[config.mk]
export PLATFORM = sky130hd
export DESIGN_NAME = dda_run_ctrl
export DESIGN_NICKNAME = d
export VERILOG_FILES = /design/src/rtl/dda_pkg.sv /design/src/rtl/dda_frame_tx.sv /design/src/rtl/dda_run_ctrl.sv
export SDC_FILE = /design/constraint.sdc
export NUM_CORES = 1
export LEC_CHECK = 0
export CAP_MARGIN = 20
export CORE_MARGIN = 2
export CORE_UTILIZATION = 35
export DETAILED_ROUTE_END_ITERATION = 10
export PLACE_DENSITY_LB_ADDON = 0.1
export SETUP_SLACK_MARGIN = 0.5
export SLEW_MARGIN = 20
export SYNTH_ARGS = -nofsm -noshare
export SYNTH_HDL_FRONTEND = slang
export SYNTH_HIERARCHICAL = 1
export SYNTH_SLANG_ARGS = --single-unit
[constraint.sdc]
create_clock -name clk -period 4.6 [get_ports clk]
set_clock_uncertainty 0.15 [all_clocks]
set_input_delay 0.92 -clock clk [delete_from_list [all_inputs] [get_ports clk]]
set_output_delay 0.92 -clock clk [all_outputs]
set_load 0.02 [all_outputs]
[src/rtl/dda_pkg.sv]
// Shared constants, state encodings and byte-order helpers for the DDA host sequencer.
package dda_pkg;

   localparam logic [7:0] OP_LOAD = 8'h01;
   localparam logic [7:0] OP_RUN  = 8'h02;
   localparam logic [7:0] OP_READ = 8'h03;
   localparam logic [7:0] ACK     = 8'hA5;
   localparam logic [7:0] NAK     = 8'hEE;

   typedef enum logic [2:0] {
      StIdle,
      StLoad,
      StAck,
      StCnt,
      StRun,
      StSend
   } ctrl_state_e;

   typedef enum logic [1:0] {
      TxIdle,
      TxReq,
      TxWaitHi,
      TxWaitLo
   } tx_state_e;

   function automatic logic [15:0] be16(input logic [7:0] hi, input logic [7:0] lo);
      return {hi, lo};
   endfunction

   function automatic logic [7:0] msb_byte(input logic [31:0] w);
      return w[31:24];
   endfunction

endpackage

[src/rtl/dda_frame_tx.sv]
// Serializes 1..4 bytes of a 32-bit payload (MSB first) through the UART start/busy handshake.
module dda_frame_tx
   import dda_pkg::*;
(
   input  logic        clk,
   input  logic        rst,
   input  logic        start,
   input  logic [2:0]  count,
   input  logic [31:0] payload,
   input  logic        tx_busy,
   output logic        tx_start,
   output logic [7:0]  tx_byte,
   output logic        done
);

   tx_state_e   state_q, state_d;
   logic [31:0] data_q;
   logic [2:0]  left_q;
   logic [1:0]  wait_q;
   logic        advance;
   logic        last;

   assign last = (left_q == 3'd1);

   always_ff @(posedge clk) begin
      if (rst) begin
         state_q <= TxIdle;
      end else begin
         state_q <= state_d;
      end
   end

   always_comb begin
      state_d = state_q;
      unique case (state_q)
         TxIdle:   if (start && (count != 3'd0)) state_d = TxReq;
         TxReq:    if (!tx_busy) state_d = TxWaitHi;
         TxWaitHi: begin
            if (tx_busy)      state_d = TxWaitLo;
            else if (advance) state_d = last ? TxIdle : TxReq;
         end
         TxWaitLo: if (advance) state_d = last ? TxIdle : TxReq;
         default:  state_d = TxIdle;
      endcase
   end

   // A transmitter that never raises busy within two cycles of tx_start is treated as done.
   always_comb begin
      advance = 1'b0;
      unique case (state_q)
         TxWaitHi: advance = !tx_busy && (wait_q == 2'd2);
         TxWaitLo: advance = !tx_busy;
         default:  advance = 1'b0;
      endcase
   end

   always_ff @(posedge clk) begin
      if (rst) begin
         data_q   <= 32'h0;
         left_q   <= 3'd0;
         wait_q   <= 2'd0;
         tx_start <= 1'b0;
         tx_byte  <= 8'h00;
         done     <= 1'b0;
      end else begin
         tx_start <= 1'b0;
         done     <= 1'b0;
         unique case (state_q)
            TxIdle: begin
               if (start && (count != 3'd0)) begin
                  data_q <= payload;
                  left_q <= count;
               end
            end
            TxReq: begin
               if (!tx_busy) begin
                  tx_start <= 1'b1;
                  tx_byte  <= msb_byte(data_q);
                  wait_q   <= 2'd0;
               end
            end
            default: begin
               if (state_q == TxWaitHi) wait_q <= wait_q + 2'd1;
               if (advance) begin
                  data_q <= data_q << 8;
                  left_q <= left_q - 3'd1;
                  done   <= last;
               end
            end
         endcase
      end
   end

endmodule

[src/rtl/dda_run_ctrl.sv]
// Host command sequencer: parses LOAD/RUN/READ frames, holds the parameter file,
// paces dda_step pulses and streams the DDA state back over the UART.
module dda_run_ctrl
   import dda_pkg::*;
#(
   parameter int unsigned N          = 16,
   parameter int unsigned REG_SIZE   = 10,
   parameter int unsigned STEP_DIV   = 4,
   parameter int unsigned RX_TIMEOUT = 65535
) (
   input  logic         clk,
   input  logic         rst,
   input  logic         rx_valid,
   input  logic [7:0]   rx_byte,
   input  logic         tx_busy,
   output logic         tx_start,
   output logic [7:0]   tx_byte,
   input  logic [N-1:0] v1,
   input  logic [N-1:0] v2,
   output logic         dda_step,
   output logic         dda_load,
   output logic [N-1:0] ic1,
   output logic [N-1:0] ic2,
   output logic [N-1:0] vK_M,
   output logic [N-1:0] vD_M,
   output logic [N-1:0] dt,
   output logic         busy
);

   localparam int unsigned IdxW = $clog2(REG_SIZE);
   localparam int unsigned DivW = $clog2(STEP_DIV + 1);
   localparam int unsigned TmoW = $clog2(RX_TIMEOUT + 1);

   ctrl_state_e     state_q, state_d;
   logic [7:0]      param_q [REG_SIZE];
   logic [IdxW-1:0] idx_q;
   logic            cnt_hi_q;
   logic [15:0]     step_cnt_q;
   logic [DivW-1:0] div_q;
   logic [TmoW-1:0] tmo_q;
   logic [7:0]      reply_q;
   logic            launch_q;
   logic            dda_load_q;

   logic            load_last;
   logic            cnt_last;
   logic            timed_out;
   logic            step_fire;
   logic            tx_done;
   logic [2:0]      tx_count;
   logic [31:0]     tx_payload;

   assign load_last = (state_q == StLoad) && rx_valid && (idx_q == IdxW'(REG_SIZE - 1));
   assign cnt_last  = (state_q == StCnt) && rx_valid && cnt_hi_q;
   assign timed_out = !rx_valid && (tmo_q == TmoW'(RX_TIMEOUT - 1));
   assign step_fire = (div_q == DivW'(STEP_DIV)) && (step_cnt_q != 16'd0);

   always_ff @(posedge clk) begin
      if (rst) begin
         state_q <= StIdle;
      end else begin
         state_q <= state_d;
      end
   end

   always_comb begin
      state_d = state_q;
      case (state_q)
         StIdle: begin
            if (rx_valid) begin
               case (rx_byte)
                  OP_LOAD: state_d = StLoad;
                  OP_RUN:  state_d = StCnt;
                  OP_READ: state_d = StSend;
                  default: state_d = StAck;
               endcase
            end
         end
         StLoad: begin
            if (load_last)      state_d = StAck;
            else if (timed_out) state_d = StIdle;
         end
         StCnt: begin
            if (cnt_last)       state_d = StRun;
            else if (timed_out) state_d = StIdle;
         end
         StRun: begin
            if ((step_cnt_q == 16'd0) || (step_fire && (step_cnt_q == 16'd1))) state_d = StSend;
         end
         StAck, StSend: if (tx_done) state_d = StIdle;
         default: state_d = StIdle;
      endcase
   end

   always_comb begin
      busy     = (state_q != StIdle);
      dda_step = (state_q == StRun) && step_fire;
   end

   always_ff @(posedge clk) begin
      if (rst) begin
         for (int i = 0; i < int'(REG_SIZE); i++) param_q[i] <= 8'h00;
         idx_q      <= '0;
         cnt_hi_q   <= 1'b0;
         step_cnt_q <= 16'd0;
         div_q      <= '0;
         tmo_q      <= '0;
         reply_q    <= 8'h00;
         launch_q   <= 1'b0;
         dda_load_q <= 1'b0;
      end else begin
         // Frame launch is one cycle after entry so SEND captures v1/v2 after the last step.
         launch_q   <= ((state_d == StAck) || (state_d == StSend)) && (state_d != state_q);
         dda_load_q <= load_last;

         if ((state_q == StLoad) || (state_q == StCnt)) begin
            tmo_q <= rx_valid ? '0 : tmo_q + TmoW'(1);
         end else begin
            tmo_q <= '0;
         end

         case (state_q)
            StIdle: begin
               idx_q    <= '0;
               cnt_hi_q <= 1'b0;
               if (rx_valid) reply_q <= NAK;
            end
            StLoad: begin
               if (rx_valid) begin
                  param_q[idx_q] <= rx_byte;
                  idx_q          <= idx_q + IdxW'(1);
               end
               if (load_last) reply_q <= ACK;
            end
            StCnt: begin
               if (rx_valid) begin
                  if (!cnt_hi_q) begin
                     step_cnt_q[15:8] <= rx_byte;
                     cnt_hi_q         <= 1'b1;
                  end else begin
                     step_cnt_q[7:0] <= rx_byte;
                     div_q           <= DivW'(1);
                  end
               end
            end
            StRun: begin
               if (step_fire) begin
                  step_cnt_q <= step_cnt_q - 16'd1;
                  div_q      <= DivW'(1);
               end else begin
                  div_q <= div_q + DivW'(1);
               end
            end
            default: ;
         endcase
      end
   end

   assign tx_count   = (state_q == StSend) ? 3'd4 : 3'd1;
   assign tx_payload = (state_q == StSend) ? {16'(v1), 16'(v2)} : {reply_q, 24'h0};

   dda_frame_tx u_frame_tx (
      .clk      (clk),
      .rst      (rst),
      .start    (launch_q),
      .count    (tx_count),
      .payload  (tx_payload),
      .tx_busy  (tx_busy),
      .tx_start (tx_start),
      .tx_byte  (tx_byte),
      .done     (tx_done)
   );

   assign dda_load = dda_load_q;
   assign ic1      = N'(be16(param_q[0], param_q[1]));
   assign ic2      = N'(be16(param_q[2], param_q[3]));
   assign vK_M     = N'(be16(param_q[4], param_q[5]));
   assign vD_M     = N'(be16(param_q[6], param_q[7]));
   assign dt       = N'(be16(param_q[8], param_q[9]));

endmodule

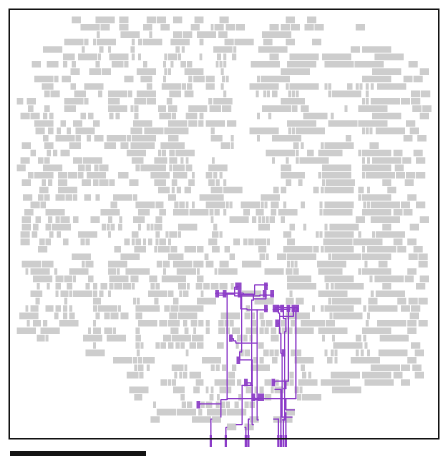
Figure 1: wires at chosen ports, followed through buffers.
The bar under the picture is 50 µm long.
legend:
  `rx_byte`:
    colour: purple
    bits: 8
    direction: input
    edge: south
    end_cells: 22
    buffers: 8
    wire: 582 µm
I/O pin count: 136
Port Buffers: 135

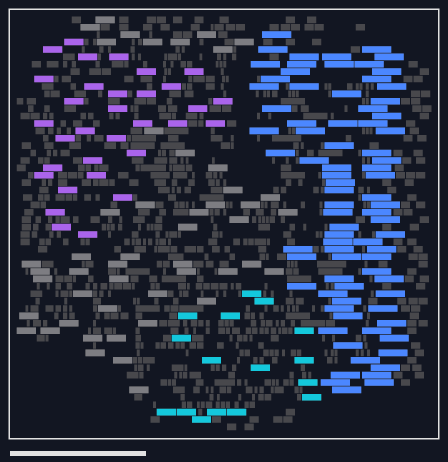
Figure 2: where the registers sit.
The bar under the picture is 50 µm long. Other sequential cells in the stronger grey, the rest of the logic in the fainter grey.
legend:
  `param_q`:
    colour: blue
    sequential_cells: 80
    where: a column on the right
  `u_frame_tx/data_q`:
    colour: purple
    sequential_cells: 32
  `step_cnt_q`:
    colour: cyan
    sequential_cells: 16
    where: south
not coloured: 49
FF/Latch Area: 4340 µm²
Seq power: 1.88 mW

[Yosys cell counts, types with 21 or more instances]
library cell / number / area (µm²)
clkbuf_1: 26 / 97.6
inv_1: 27 / 101
nand2_1: 74 / 278
nor2_1: 117 / 439
nand2b_1: 21 / 131
edfxtp_1: 80 / 2400
mux2i_1: 24 / 240
a211oi_2: 21 / 263
and3_1: 28 / 175
a21oi_1: 71 / 355
dfxtp_1: 97 / 1940
o21ai_0: 31 / 155
[logic make-up after synthesis]
family / after synthesis / synth area share [%]
xor+xnor: 16 / 1.70
other cells: 1 / 0.0456
fa+ha+maj: 15 / 2.28
flops: 177 / 52.8
buf+inv: 79 / 4.50
compound gates: 178 / 15.0
simple gates: 339 / 20.6
mux: 25 / 3.06
[worst max-delay path, cell delays in order, from the launching register on]
cell and delay, ps:
dfxtp_1 340, inv_1 110, ha_1 240, nor3b_2 380, nand4_1 300, nand3_1 260
nor2_1 60, clkdlybuf4s50_1 550
[final cells by class]
class / count / area [µm²] / area share [%]
well taps: 319 / 399 / 3.84
repair buffers: 143 / 1410 / 13.6
clock buffers: 17 / 425 / 4.10
flip-flops and latches: 177 / 4340 / 41.8
clock inverters: 15 / 174 / 1.68
multi-input cells: 577 / 3520 / 34.0
inverters: 28 / 105 / 1.01
[layer usage]
metal / track usage [%] / wire length, µm / part of all wire [%] / up-vias
met5: 0 / 0 / 0 / -
met4: 4.33 / 234 / 1.1 / 0
met3: 2.97 / 1050 / 5.0 / 16
met2: 28.2 / 9610 / 46 / 181
met1: 23.2 / 9880 / 48 / 3001
li1: - / - / - / 3200
[power by group]
part	leakage, nW	switching (mW)	internal (mW)
Sequential	1.61	0.0888	1.79
Clock	0.287	0.657	0.819
Combinational	1.84	0.587	0.387
==> flow_summary_export.csv <==
group,metric,value,unit
floorplan,die-area,24700,µm²
layout,finalNonFillerCells,1276,
worst_setup_path,worstSetupPathType,"flip-flop to primary output",
layout,fin_util,44.6,%
pwr,power,4.33,mW
place,dpl.cell_count,1244,
worst_setup_path,crit_start,"step_cnt_q[1]",
clock_network,clockBufferDepth,2,
worst_setup_path,cp-start-kind,"flip-flop",
layout,nets,1003,
worst_setup_path,crit_path_end_kind,"primary output",
layout,lay_top_count,"clkdlybuf4s50_1",
floorplan,initCoreUtil,35.4,%
routing,first_pass_iters,4,
clock_network,root_buffer,"clkbuf_16",
layout,fin_area,10400,µm²
floorplan,die_x,157,µm
routing,post-route-drc-count,0,
sta,fmax,269,MHz
yosys,edf_count,80,
clock_network,clk_pin_slew,70,ps
routing,drt_iter0_drc,360,
place,postPlaceCellArea,9780,µm²
layout,insertedDiodeCount,0,
yosys,numSynthFlops,177,
yosys,ys_async_sr_fraction,0,%
clock_network,cts_setup_buffers,0,
grt,grt_max_degree,48,
yosys,synth_area,8230,µm²
worst_setup_path,reg2reg_depth,5,
yosys,syn_inst,830,
grt,overflow,0,
grt,grt_pass1_wl,33.1,mm
routing,routed_via_density,5.01,
pwr,power_leakage,3.73,nW
pwr,peakVddDrop,275,µV
routing,wl,20.8,mm
layout,final_layout_size_suffix_gt1_share,8.25,%
run,cap_violations,0,
layout,reg_top3,"param_q (80), u_frame_tx/data_q (32)",
routing,detail-route-antenna-nets,0,
yosys,ys_seq_share,52.8,%
floorplan,die_h,157,µm
sta,slew_violations,0,
layout,nFillCells,2280,
sta,report.final.setup_viol,0,
sta,rsz0062_at_grt,"no",
floorplan,core_area,23300,µm²
sta,worst_hold_slack,306,ps
yosys,synthFlopType,"dfxtp_1",
place,dp.final_hpwl,14.3,mm
layout,syn2layout_area_growth,26.2,%
clock_network,cts.sink_count,177,
yosys,ys_chip_area,8230,µm²
sta,slew_headroom,39.0,%
routing,wl_per_cell,16.3,µm
pwr,powerDensity,417,nW/µm²
worst_setup_path,path_max_fanout,5,
worst_setup_path,r2r_start,"state_q[0]",
worst_setup_path,endpoint,"dda_step",
run,warning_count,34,
grt,grt_usage,17.0,%
yosys,ys_types,71,
sta,worstMarginPinSlew,911,ps
place,gp_congestion,0.791,
routing,vias,6398,
worst_setup_path,r2r_slack,1660,ps
min_path,hp-start,"u_frame_tx/data_q[25]",
min_path,holdPathStages,2,
yosys,avgSynthCellArea,9.91,µm²
clock_network,cts_buffers,17,
layout,largest_reg_flops,80,
worst_setup_path,crit_arrival,2650,ps
worst_setup_path,r2r_end,"param_q[2][0]",
min_path,min-delay-path-class,"flip-flop to flip-flop",
sta,period_used_share,81.0,%
yosys,synth_warnings,6,
sta,finalHoldViolCount,0,
layout,top_register,"param_q",
min_path,min_to,"u_frame_tx/tx_byte[1]",
place,dp_slack,795,ps
sta,fin_ws,876,ps
clock_network,htree_levels,4,
outcome,outcome,"finished, final reports clean",
layout,lay_top_cells,"clkdlybuf4s50_1, nor2_1, dfxtp_1, edfxtp_1, nand2_1",
floorplan,fp-row-count,56,
clock_network,hold_buffers,0,
clock_network,tritoncts,"built",
sta,fin_crit,3720,ps
Power figures rest on the tool's default switching activity, not on a simulated workload.
